[config.mk]
export PLATFORM = sky130hd
export DESIGN_NAME = fetch_stage
export DESIGN_NICKNAME = d
export VERILOG_FILES = /design/src/rtl/fetch_stage.sv
export SDC_FILE = /design/constraint.sdc
export NUM_CORES = 1
export LEC_CHECK = 0
export ABC_AREA = 1
export CELL_PAD_IN_SITES_DETAIL_PLACEMENT = 1
export CELL_PAD_IN_SITES_GLOBAL_PLACEMENT = 1
export CORE_MARGIN = 3
export CORE_UTILIZATION = 28
export CTS_CLUSTER_DIAMETER = 40
export DETAILED_ROUTE_END_ITERATION = 16
export PLACE_DENSITY = 0.62
export SYNTH_ARGS = -nofsm -noshare
export SYNTH_HDL_FRONTEND = slang
export SYNTH_SLANG_ARGS = --single-unit
[constraint.sdc]
create_clock -name clk -period 1.6 [get_ports clk]
set_input_delay 0.32 -clock clk [delete_from_list [all_inputs] [get_ports clk]]
set_output_delay 0.32 -clock clk [all_outputs]
set_load 0.005 [all_outputs]
[src/rtl/fetch_stage.sv]
// Instruction-fetch stage with IF/ID pipeline register.
// Holds the PC, issues one outstanding request at a time to a variable-latency
// instruction memory, and feeds decode. It handles stalls via a one-entry hold
// buffer, redirects via a drain state, and stops fetching after a HALT.
module fetch_stage #(
  parameter logic [15:0] RESET_PC  = 16'h0000,
  parameter logic [15:0] NOP_INSTR = 16'h0800
) (
  input  logic        clk,
  input  logic        rst,
  input  logic        stall,
  input  logic        redirect,
  input  logic [15:0] redirect_pc,
  input  logic [15:0] imem_data,
  input  logic        imem_done,
  output logic        imem_req,
  output logic [15:0] imem_addr,
  output logic [15:0] Instr,
  output logic [15:0] PCplus2,
  output logic        valid,
  output logic        halt_fetched
);

  typedef enum logic [1:0] {FETCH, HOLD, DRAIN, HALT} state_t;

  state_t      state;
  logic [15:0] pc;
  logic [15:0] pc_inc;
  logic [15:0] drain_addr;   // address of the access being completed in DRAIN
  logic        req_en;       // suppresses the request in the cycle right after reset
  logic [15:0] instr_r;
  logic [15:0] pc2_r;
  logic        valid_r;
  logic [15:0] hold_instr;
  logic [15:0] hold_pc2;
  logic        hold_vld;

  assign pc_inc       = pc + 16'd2;
  assign imem_req     = req_en & ((state == FETCH) | (state == DRAIN));
  assign imem_addr    = (state == DRAIN) ? drain_addr : pc;
  assign Instr        = valid_r ? instr_r : NOP_INSTR;
  assign PCplus2      = pc2_r;
  assign valid        = valid_r;
  assign halt_fetched = valid_r & (instr_r[15:11] == 5'b00000);

  // Fetch control, hold buffer and IF/ID register update
  always_ff @(posedge clk or negedge rst) begin
    if (!rst) begin
      state      <= FETCH;
      pc         <= RESET_PC;
      drain_addr <= RESET_PC;
      req_en     <= 1'b0;
      instr_r    <= NOP_INSTR;
      pc2_r      <= 16'h0000;
      valid_r    <= 1'b0;
      hold_instr <= NOP_INSTR;
      hold_pc2   <= 16'h0000;
      hold_vld   <= 1'b0;
    end else begin
      req_en <= 1'b1;
      if (redirect) begin
        // Flush: bubble into IF/ID, drop any held instruction. An access
        // still in flight must complete at its old address before refetch.
        pc       <= redirect_pc;
        instr_r  <= NOP_INSTR;
        valid_r  <= 1'b0;
        hold_vld <= 1'b0;
        if (imem_req && !imem_done) begin
          state      <= DRAIN;
          drain_addr <= imem_addr;
        end else begin
          state <= FETCH;
        end
      end else begin
        case (state)
          FETCH: begin
            if (imem_req && imem_done) begin
              pc <= pc_inc;
              if (!stall) begin
                instr_r <= imem_data;
                pc2_r   <= pc_inc;
                valid_r <= 1'b1;
                state   <= (imem_data[15:11] == 5'b00000) ? HALT : FETCH;
              end else begin
                hold_instr <= imem_data;
                hold_pc2   <= pc_inc;
                hold_vld   <= 1'b1;
                state      <= HOLD;
              end
            end else if (!stall) begin
              instr_r <= NOP_INSTR;
              valid_r <= 1'b0;
            end
          end
          HOLD: begin
            if (!stall) begin
              instr_r  <= hold_instr;
              pc2_r    <= hold_pc2;
              valid_r  <= hold_vld;
              hold_vld <= 1'b0;
              state    <= (hold_vld && hold_instr[15:11] == 5'b00000) ? HALT : FETCH;
            end
          end
          HALT: begin
            if (!stall) begin
              instr_r <= NOP_INSTR;
              valid_r <= 1'b0;
            end
          end
          DRAIN: begin
            if (!stall) begin
              instr_r <= NOP_INSTR;
              valid_r <= 1'b0;
            end
            if (imem_done) state <= FETCH;
          end
          default: state <= FETCH;
        endcase
      end
    end
  end

endmodule

Fig. 1: run 1, routed clock nets over the placement
The bar under the picture is 50 µm long.
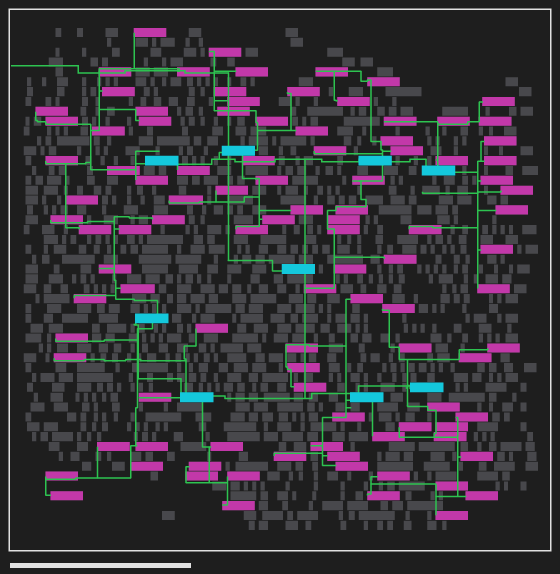
Magenta marks flip-flops, count 101. Green marks clock wires, length 1650 µm. Cyan marks clock drivers, count 9.
Position of the flops: widely spread. There are 10 routed clock nets.

Fig. 2: run 1, M3 wires
The bar under the picture is 50 µm long.
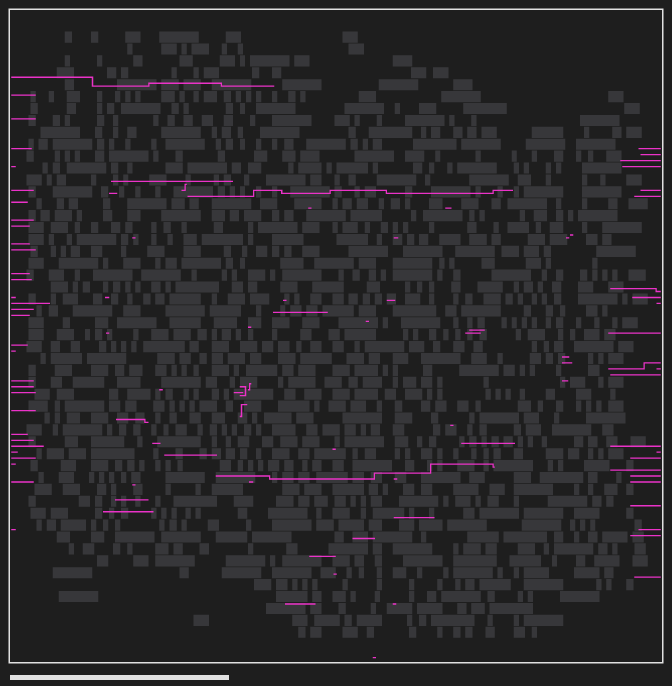
The longest straight run is 27.6 µm. 78 nets have wire on it.

==> design notes, run 1 <==
The kind of start point of the critical path is a register. The checks that failed: setup timing. The tools report the share of synthesized area occupied by flip-flops and latches as 0.442. Dividing the detail-routed wire length by the instance count gives 18.3 µm.

The final weighted congestion recorded by global placement is 0.803. Counting I/O delays and the setup requirement, the final critical path takes 2020 ps. For reference, the post-synthesis area per instance comes to 6.85 µm². The logs give -423 ps for the final worst setup slack and 0.554 for the portion of total power attributed to combinational logic. The count of inverters not on the clock network in the layout came out at 79.

Leaving out the clock tree, the finished layout contains a buffer count of 252. The multiplexer fraction of the synthesized cell area came out at 0.00175. Most frequent cell on the critical path: nand2_8. TritonCTS built the clock tree. The clock network power reported by the tool is 2220 µW. Horizontal die dimension: 149 µm.

The logic area was 3640 µm². At the worst endpoint, the required time is 1890 ps. The met2 demand-to-capacity share in global routing is 0.382. The cell sitting at the root of the clock tree is a clkbuf_16. The minimum hold slack is 419 ps.

Leaving out filler cells and counting taps, the final layout contains 1328. With the count of input and output buffers at 87, the pin count of the biggest net entering global routing is 35. The synthesis report names the predominant flop master as dfrtp_1. Synthesis produced 836 cells. The run gives 0.375 for the simple logic cell fraction of the synthesized area.

The first global-routing pass estimated 36.2 mm of wire. Source of the critical timing path: state[0]. The post-synthesis compound-gate area fraction came out at 0.0804. The register bit count reported by yosys is 101.

For the flip-flop and latch count, the log shows 101. With the synthesized-area fraction occupied by adder cells at 0.0109, the maximum buffer depth of the clock tree is 2. The placed instance count was 1236. The clock network area share came out at 0.0284. The run gives 8.79 ps for the worst-case clock skew. Fraction of cell area in non-clock buffers: 0.282. Summed over all nets, wire length on met3 after detailed routing comes to 642 µm. The tools report the count of max-cap constraint violations as 0. The wire length the detailed router placed on met1 was 9.93 mm. The post-route DRC violation count is 0.

Recorded from the global router log, the overflow total was 0. For the post-synthesis chip area from yosys, the log shows 5730 µm². The most common logic cells in the final layout are nand2_1 (224), dfrtp_1 (99), nor2_1 (79). The final-layout clock buffer total came out at 13. Max-slew check failures listed in the final report amount to 0. With the delay of the slowest cell on the worst path at 410 ps, the clock-pin slew reported for the worst setup and hold paths after clock tree synthesis is 80 ps. The number of buffer and inverter stages on the critical path is 6.

Tap cell count: 265. The utilization of the core after routing came out at 0.501. For this design, the sink count on the clock tree is 101. The run gives 878 as the total nets after synthesis. The most common library cell in the layout ignoring fill and taps was nand2_1. The fraction of synthesized cell area taken by the top area cell type came out at 0.433. Ratio of final minimum period to clock period: 1.26. The flow ran to the end, but the final reports show violations.

OpenROAD emitted warnings numbering 32. The mapped netlist covers 5730 µm². Vertical extent of the die: 149 µm.

The tools report the nature of the critical path endpoint as a register. The run gives 0 for the number of antenna violations at the first check in global routing. Counting endpoints that fail hold in the final report gives 0. The timing report attributes the biggest portion of critical-path delay to buffers and inverters. The main power-consuming group was combinational cells.

Wires add up to 24.3 mm. Post-CTS repair changed the size of 227 cells. The fraction of power consumed by sequential logic was 0.298.

For this design the ratio of total power to cell area is 1510 nW/µm². The total half-perimeter wirelength after legalization and detailed placement was 14.8 mm. The master of the slowest instance on the critical path is dfrtp_1.

In this run the power spent charging and discharging nets is 6100 µW. The number of cells on the worst reg-to-reg path is 14. For the completed layout, the total cell area is recorded as 9920 µm². The run gives 14 for the total stage count of the critical path. The most common cell in the netlist was nand2_1. The synthesized netlist was found by Yosys to have 836 cells. The floorplan report gives the top-level pin count as 88. Among all cell classes, the greatest summed area belongs to combinational gates.

The standard cell core area was 19800 µm². For the worst-skew pair, the clock arrives at the later sink with an insertion delay of 360 ps. The layout has 2370 filler cells. The maximum net fanout on the critical path came out at 6. Type of the worst min-delay path: in2async. The chip footprint was 22200 µm²; the area growth from synthesis to final layout was 73.2%.

Final setup violation count: 126. The final antenna diode tally reported by the flow is 0. After detailed routing, the met2 layer carries 13.0 mm of wire. The cell sequence reported for the critical path is inv_2 > buf_4 > ha_4 > buf_6 > inv_4 > nand2_4 > nand3_4 > nor2_4 > nand2_8 > nand2_8 > buf_12 > clkbuf_16 > nand2_2 > o21ai_1. Post-CTS timing repair inserted 31 buffers for setup. Setup slack on the worst path after placement came out at -404 ps. The sequential cell area share is 0.255.

Sorting the synthesized cells by how often they occur yields nand2_1 (326), dfrtp_1 (99), nor2_1 (85). The most crowded layer after global routing is met2. The run gives 0.209 as the overall fraction of global-route tracks in use. The worst register-to-register path begins at state[0]. Fraction of the core area occupied by cells at floorplan: 0.289. In the synthesized netlist, the dominant kind of combinational cell is simple AND/OR/NAND/NOR gates. The met1 track utilization from global routing was 0.256.

The peak supply drop was 0.534 mV. Counting flops with a built-in enable in the synthesized netlist gives 0. In the final timing run, aggregate negative setup slack is -38360 ps. For this run, the post-layout net count is 1100. The count of hold-fix buffers inserted at cts was 1; the iteration count of the initial detailed-routing pass was 4.

The worst flop-to-flop path endpoint is instr_r[4]. The run gives 6385 for the total number of vias. The power report lists the combinational group at 8260 µW. The xor/xnor share of the synthesized area was 0.00306. The fraction of met3 tracks used by global routing is 0.0340, and the logic gate fraction of the total cell area is 0.367. For the number of DRC violations after detailed-routing iteration 0, the log shows 292. The ratio of cells with drive above 1 in the final layout came out at 0.394. Row count: 51. The count of nets left with antenna violations once routing finished came out at 0. Dividing the detail-routed via count by the number of cells gives 4.81. The run gives 0 as the total of warnings raised by yosys. Async set-reset flop share out of synthesis: 1.00.

For the total power draw, the log shows 14900 µW. The run gives 0.149 as the proportion of power drawn by the clock network. The placed instances occupy a cell area of 7570 µm².
Fig. 3: run 1, the metal 2 layer
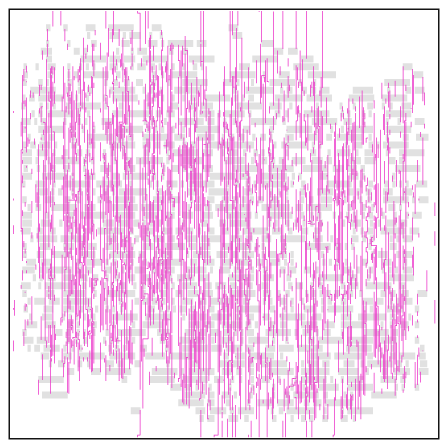
946 nets have wire on it. The longest straight run is 76.0 µm. The wires run mostly vertical.

Fig. 4: run 1, congestion heat map
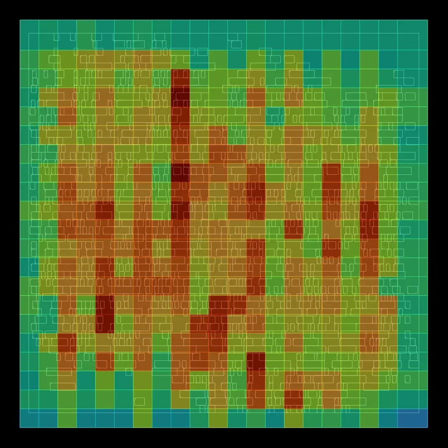

==> run 2: changes to the inputs <==
--- a/config.mk
+++ b/config.mk
@@ -8,10 +8,10 @@
 export ABC_AREA = 1
 export CELL_PAD_IN_SITES_DETAIL_PLACEMENT = 1
 export CELL_PAD_IN_SITES_GLOBAL_PLACEMENT = 1
-export CORE_MARGIN = 3
 export CORE_UTILIZATION = 28
 export CTS_CLUSTER_DIAMETER = 40
 export DETAILED_ROUTE_END_ITERATION = 16
+export HOLD_SLACK_MARGIN = 0.02
 export PLACE_DENSITY = 0.62
 export SYNTH_ARGS = -nofsm -noshare
 export SYNTH_HDL_FRONTEND = slang
Fig. 5: run 2, congestion heat map
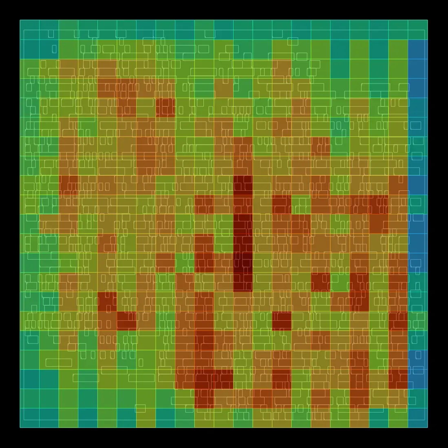
per-cell routed wire length: 17.5 µm
layer with the highest usage after global routing: met2
met3 Resource Use GR: 0.0355
global-route met2 utilization: 0.389
met1 capacity usage during global routing: 0.260

Fig. 6: run 2, the metal 2 layer
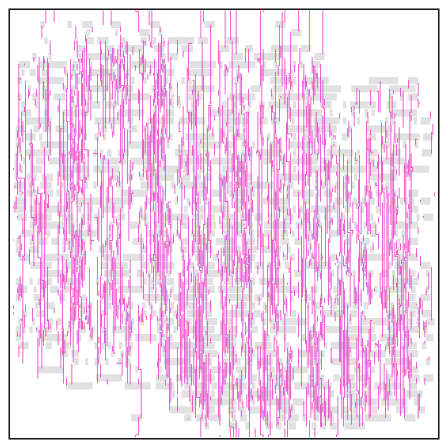
The layer holds 53% of the routed length. The layer carries 12300 µm of wire.

==> run 2 against run 1 <==
  * The run still ends with setup timing left
  * First-iteration DRC count decreased by 22%
  * Clock skew increased by 1.8 ps
  * Final cell count decreased by 0.68%
  * Largest power group unchanged
  * Synthesized area unchanged
  * Global-route usage increased by 0.67 points
  * Sequential cell count unchanged
  * Total power decreased by 3.6%
  * Clock power increased by 2%
  * Maximum frequency increased by 4.5%
  * Core utilization decreased by 2.2 points
  * Die size decreased by 5.3%
  * Combinational power decreased by 7.4%
==> design notes, run 2 <==
The tools report the clock root buffer as clkbuf_16. The portion of total power attributed to combinational logic was 0.532 (-0.022); the final count of pins violating max slew was 0 (unchanged). Yosys instantiated no cell more often than nand2_1. With the chip footprint at 21000 µm² (-5.3%), the number of cell instances on the worst register-to-register path is 11 (-3). Minimum period implied by the final worst setup slack: 1940 ps (-87.8 ps).

The setup slack at placement is -391 ps (+12.8 ps). The flow ran to the end, but the final reports show violations. The run gives 0.311 (+0.013) for the fraction of power consumed by sequential logic. With the power per cell area at 1520 nW/µm² (+0.88%), the share of synthesized area occupied by flip-flops and latches is 0.442 (unchanged). The tools report the number of DRC violations after detailed-routing iteration 0 as 229 (-22%).

The logs give 0 (unchanged) for the count of antenna diodes in the layout and 35.4 mm (-2.0%) for the global-route wire length before repair. The run gives 1840 ps (-50 ps) for the required time reported for the critical path endpoint. The most common library cell in the layout ignoring fill and taps is nand2_1.

With the final-layout fill cell count at 2412 (+1.8%), the final RePlAce weighted congestion is 0.796 (-0.87%). The signal on the critical path passes through buf_6 > inv_4 > ha_4 > buf_6 > buf_4 > buf_4 > nand3_4 > buf_6 > nor2_4 > clkbuf_16 > o21ai_2. Power in the clock group: 2260 µW (+2%). The accumulated negative setup slack came out at -28400 ps (+9960 ps). Count of inverters not on the clock network in the layout: 82 (+3.8%). The run gives 360 ps (about the same) for the insertion delay of the later-clocked pin in the worst-skew pair. The total number of vias was 6199 (-2.9%). The run gives 878 (unchanged) as the total nets after synthesis.

The top cell types in the final layout, fill and taps aside, are nand2_1 (229), dfrtp_1 (98), buf_4 (95). The logic area is 3540 µm² (-2.7%), and the total of warnings raised by yosys is 0 (unchanged). The final reports fail on setup timing. The source of the critical timing path was state[1]. The post-synthesis compound-gate area fraction works out to 0.0804 (unchanged). The maximum buffer depth of the clock tree is 2 (unchanged), and the wire length on met3 is 555 µm (-14%). Worst flop-to-flop path endpoint: hold_pc2[8].

The tools report the combinational cell power as 7650 µW (-7.4%). STA classifies the critical path endpoint as a register. The logs give 51 (unchanged) for the row count and 12.3 mm (-5.8%) for the amount of wire on met2 after detailed routing. Compared with the post-synthesis result, the final layout area differs by 65.5%.

With the final setup violation count at 127 (+0.79%), the delay of the slowest cell on the worst path is 420 ps (about the same). The ratio of final minimum period to clock period works out to 1.21 (-0.0549). The average cell area after synthesis is 6.85 µm² (unchanged), and the count of flip-flops with a built-in enable after synthesis is 0 (unchanged).

The main power-consuming group was combinational cells. The fraction of the core area occupied by cells at floorplan is 0.289 (unchanged). The iteration count of the initial detailed-routing pass is 4 (unchanged). Broken down by cell family, the worst path's largest delay share belongs to buffers and inverters. Tally of OpenROAD warnings: 32 (unchanged). Fraction of cell area in non-clock buffers: 0.255 (-0.0275).

The logs give 0.479 (-0.0223) for the utilization of the core after routing and 14400 µW (-3.6%) for the total power draw. The tools report the final-layout clock buffer total as 9 (-4). The tools report the flip-flop and latch count as 101 (unchanged).

The tools report the standard cell core area as 19800 µm² (unchanged). The run gives 7550 µm² (-0.26%) for the post-place instance area. Tap cell count: 265 (unchanged). Clock network area share: 0.0305 (+0.00212).

The pin count of the biggest net entering global routing was 32 (-8.6%); the count of input and output buffers was 87 (unchanged). Peak supply drop: 0.642 mV (+20%). For the overall routed net length, the log shows 23.1 mm (-4.7%). Sorting the synthesized cells by how often they occur yields nand2_1 (326), dfrtp_1 (99), nor2_1 (85). The tools report the placed instance count as 1235 (-0.081%). By area, the combinational part of the netlist is dominated by simple AND/OR/NAND/NOR gates. By area, the class that comes first in the final layout consists of combinational gates.

Number of buffer and inverter stages on the critical path: 7 (+1). Most frequent cell on the critical path: buf_6. The total half-perimeter wirelength after legalization and detailed placement was 14.4 mm (-2.1%). The startpoint of the worst register-to-register path is state[1]. With the minimum hold slack at 442 ps (+22.9 ps), the total clock sinks is 101 (unchanged). The synthesized-area fraction occupied by adder cells was 0.0109 (unchanged); the proportion of power drawn by the clock network was 0.157 (+0.008). The run gives 0 (unchanged) as the post-route DRC violation count.

The critical path's slowest stage uses the library cell dfrtp_1. Overall fraction of global-route tracks in use: 0.216 (+0.00669). The final worst setup slack came out at -335 ps (+87.8 ps).

Type of the worst min-delay path: in2async. The tools report the design area as 9470 µm² (-4.5%). The run gives 0.00306 (unchanged) for the xor/xnor share of the synthesized area. TritonCTS built the clock tree. The number of placed I/O pins was 88 (unchanged); the sequential cell area share was 0.267 (+0.0120).

With the final cell count without fillers at 1319 (-0.68%), the average via count per standard cell is 4.70 (-2.3%). The fraction of synthesized cell area taken by the top area cell type is 0.433 (unchanged). The run gives 836 (unchanged) as the post-synthesis instance total. The run gives 70 ps (about the same) for the clock-pin slew reported for the worst setup and hold paths after clock tree synthesis. With the count of hold-fix buffers inserted at cts at 1 (unchanged), the async set-reset flop share out of synthesis is 1.00 (unchanged). The count of max-cap constraint violations was 0 (unchanged).

The run gives 0 (unchanged) for the hold violation count in the final report.
Fig. 7: run 2, routed clock nets over the placement
The bar under the picture is 50 µm long.
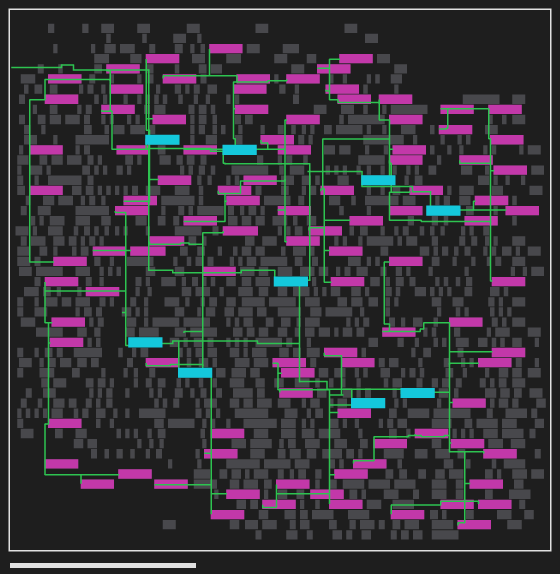

==> run 3: changes to the inputs <==
--- a/config.mk
+++ b/config.mk
@@ -5,14 +5,15 @@
 export SDC_FILE = /design/constraint.sdc
 export NUM_CORES = 1
 export LEC_CHECK = 0
-export ABC_AREA = 1
+export ABC_AREA = 0
+export CAP_MARGIN = 20
 export CELL_PAD_IN_SITES_DETAIL_PLACEMENT = 1
 export CELL_PAD_IN_SITES_GLOBAL_PLACEMENT = 1
 export CORE_UTILIZATION = 28
 export CTS_CLUSTER_DIAMETER = 40
 export DETAILED_ROUTE_END_ITERATION = 16
 export HOLD_SLACK_MARGIN = 0.02
-export PLACE_DENSITY = 0.62
+export PLACE_DENSITY = 0.58
 export SYNTH_ARGS = -nofsm -noshare
 export SYNTH_HDL_FRONTEND = slang
 export SYNTH_SLANG_ARGS = --single-unit
Fig. 8: run 3, routed clock nets over the placement
The bar under the picture is 50 µm long.
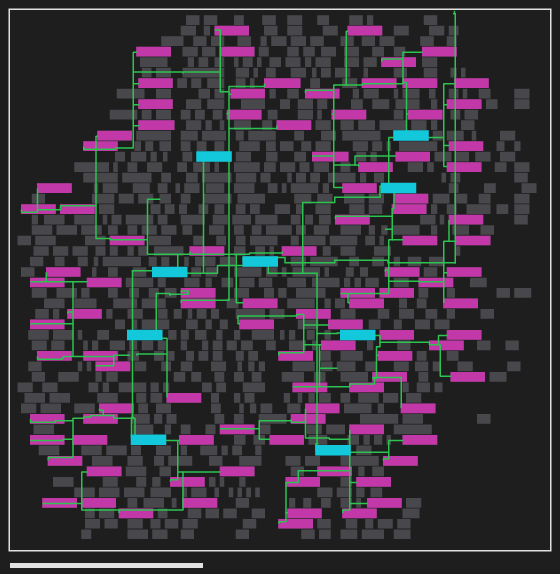
Cyan marks clock drivers, count 9. Magenta marks flip-flops, count 101. Green marks clock wires, length 1530 µm.
There are 10 routed clock nets. Position of the flops: widely spread.

==> run 3 against run 2 <==
  * The run still ends with setup timing left
  * Die size is 6.8% lower
  * Maximum frequency decreased by 4.8%
  * Register-to-register slack got worse by 30 ps
  * First-iteration DRC count decreased by 5.2%
  * Largest power group unchanged
  * Count of clock-buffer cells in the layout rose by 3
==> design notes, run 3 <==
The flow ran to the end, but the final reports show violations. The checks that failed: setup timing. With the area growth from synthesis to final layout at 76.3%, the count of inverters not on the clock network in the layout is 11 (-87%). The number of DRC violations after detailed-routing iteration 0 is 217 (-5.2%). Placed instance count: 904 (-27%). The flip-flop and latch count is 101 (unchanged), and the synthesized-area fraction occupied by adder cells is 0.0117 (+0.000805). The run gives 19600 µm² (-6.8%) as the chip footprint. The pin count of the biggest net entering global routing is 53 (+66%), and the average cell area after synthesis is 9.97 µm² (+46%). With the portion of total power attributed to combinational logic at 0.486 (-0.046), the number of cell instances on the worst register-to-register path is 8 (-3).

The largest cell class by area was combinational gates. The final worst setup slack is -434 ps (-98.3 ps). The ratio of final minimum period to clock period was 1.27 (+0.0614); the share of synthesized area occupied by flip-flops and latches was 0.474 (+0.0326).

The run gives 234 (-12%) as the tap cell count. The delay of the slowest cell on the worst path was 400 ps (-20 ps); the async set-reset flop share out of synthesis was 1.00 (unchanged). The post-synthesis compound-gate area fraction came out at 0.151 (+0.0704). With the post-route DRC violation count at 0 (unchanged), the final-layout fill cell count is 1932 (-20%). For the fraction of power consumed by sequential logic, the log shows 0.329 (+0.018). The run gives 20.8 mm (-10%) as the overall routed net length. The total of warnings raised by yosys was 0 (unchanged). The run gives 0.576 mV (-10%) as the peak supply drop.

The global-route wire length before repair was 32.1 mm (-9.4%); the maximum buffer depth of the clock tree was 2 (unchanged). The master of the slowest instance on the critical path was dfrtp_1. The post-synthesis instance total was 535 (-36%).

The total nets after synthesis was 577 (-34%); the count of input and output buffers was 87 (unchanged). TritonCTS built the clock tree. The run gives 0.788 (-1.0%) as the final RePlAce weighted congestion. The group that draws the most power in this run is combinational cells.

The insertion delay of the later-clocked pin in the worst-skew pair is 360 ps (about the same). The setup slack at placement came out at -441 ps (-49.6 ps). The total number of vias was 5123 (-17%).

The worst register-to-register path begins at state[1]. The tools report the final setup violation count as 132 (+3.9%). Dominant delay contributor by cell family on the critical path: buffers and inverters. The run gives 0.465 (+0.0319) for the fraction of synthesized cell area taken by the top area cell type. The count of flip-flops with a built-in enable after synthesis is 0 (unchanged), and the minimum period implied by the final worst setup slack is 2030 ps (+98.3 ps). For reference, the top logic cell family by area is simple AND/OR/NAND/NOR gates.

The xor/xnor share of the synthesized area is 0.0312 (+0.0281), and the logic area is 3560 µm² (+0.60%). The most common library cell in the layout ignoring fill and taps was dfrtp_1. The worst flop-to-flop path endpoint was PCplus2[4]. Final-layout clock buffer total: 12 (+3).

The layer flagged by global routing as most heavily used is met2. The hold violation count in the final report is 0 (unchanged). The sequential cell area share works out to 0.269 (+0.00203).

The fraction of the core area occupied by cells at floorplan is 0.285 (-0.00435), and the final cell count without fillers is 992 (-25%). The count of hold-fix buffers inserted at cts came out at 1 (unchanged). The post-place instance area was 7150 µm² (-5.3%).

The clock root buffer is clkbuf_16. The total half-perimeter wirelength after legalization and detailed placement is 12.1 mm (-16%), and the amount of wire on met2 after detailed routing is 10.7 mm (-13%). For the design area, the log shows 9400 µm² (-0.75%). The power in the clock group was 2400 µW (+6%); the row count was 50 (-2.0%).

Source of the critical timing path: state[0]. The wire length on met3 was 488 µm (-12%). The standard cell core area is 18700 µm² (-5.4%), and the fraction of cell area in non-clock buffers is 0.281 (+0.0263). The number of buffer and inverter stages on the critical path was 4 (-3). The worst setup path is captured at an output port. Listed in order, past its start point the critical path passes inv_2 > ha_4 > buf_12 > buf_12 > mux2_4 > buf_6. The average via count per standard cell was 5.16 (+9.9%).

Ranking logic cells in the layout by count gives the top entries dfrtp_1 (98), buf_4 (89), buf_6 (68). The total clock sinks came out at 101 (unchanged).
Fig. 9: run 3, congestion heat map
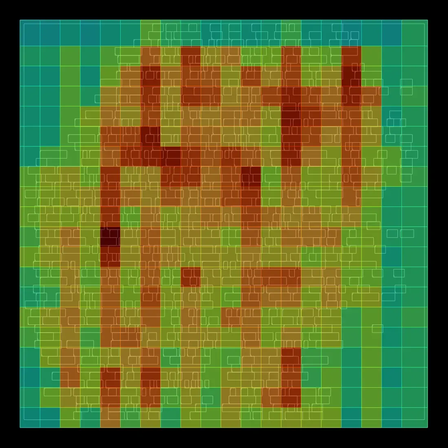
global-route met2 utilization: 0.370
met1 capacity usage during global routing: 0.266
met3 Resource Use GR: 0.0260
total global-route track usage: 0.212
per-cell routed wire length: 20.9 µm


==> screenshots <==
Signal wires by layer.
(a)
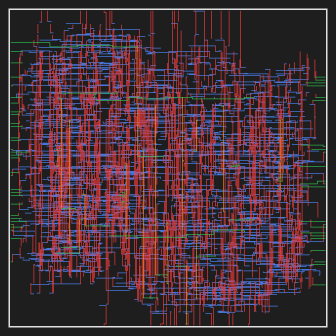
(b)
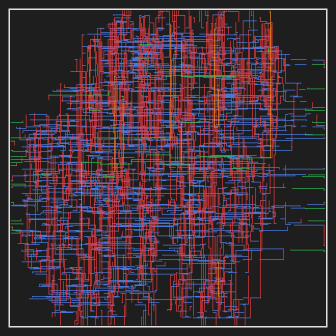
(c)
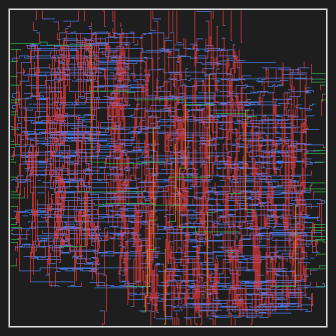
(c): run 2
(b): run 3
(a): run 1

Key to (b):
Blue marks metal 1, wire length 9150 µm. Green marks metal 3, wire length 489 µm. Orange marks metal 4, wire length 439 µm. Red marks metal 2, wire length 10700 µm.

Power and IR drop assume default switching activity.
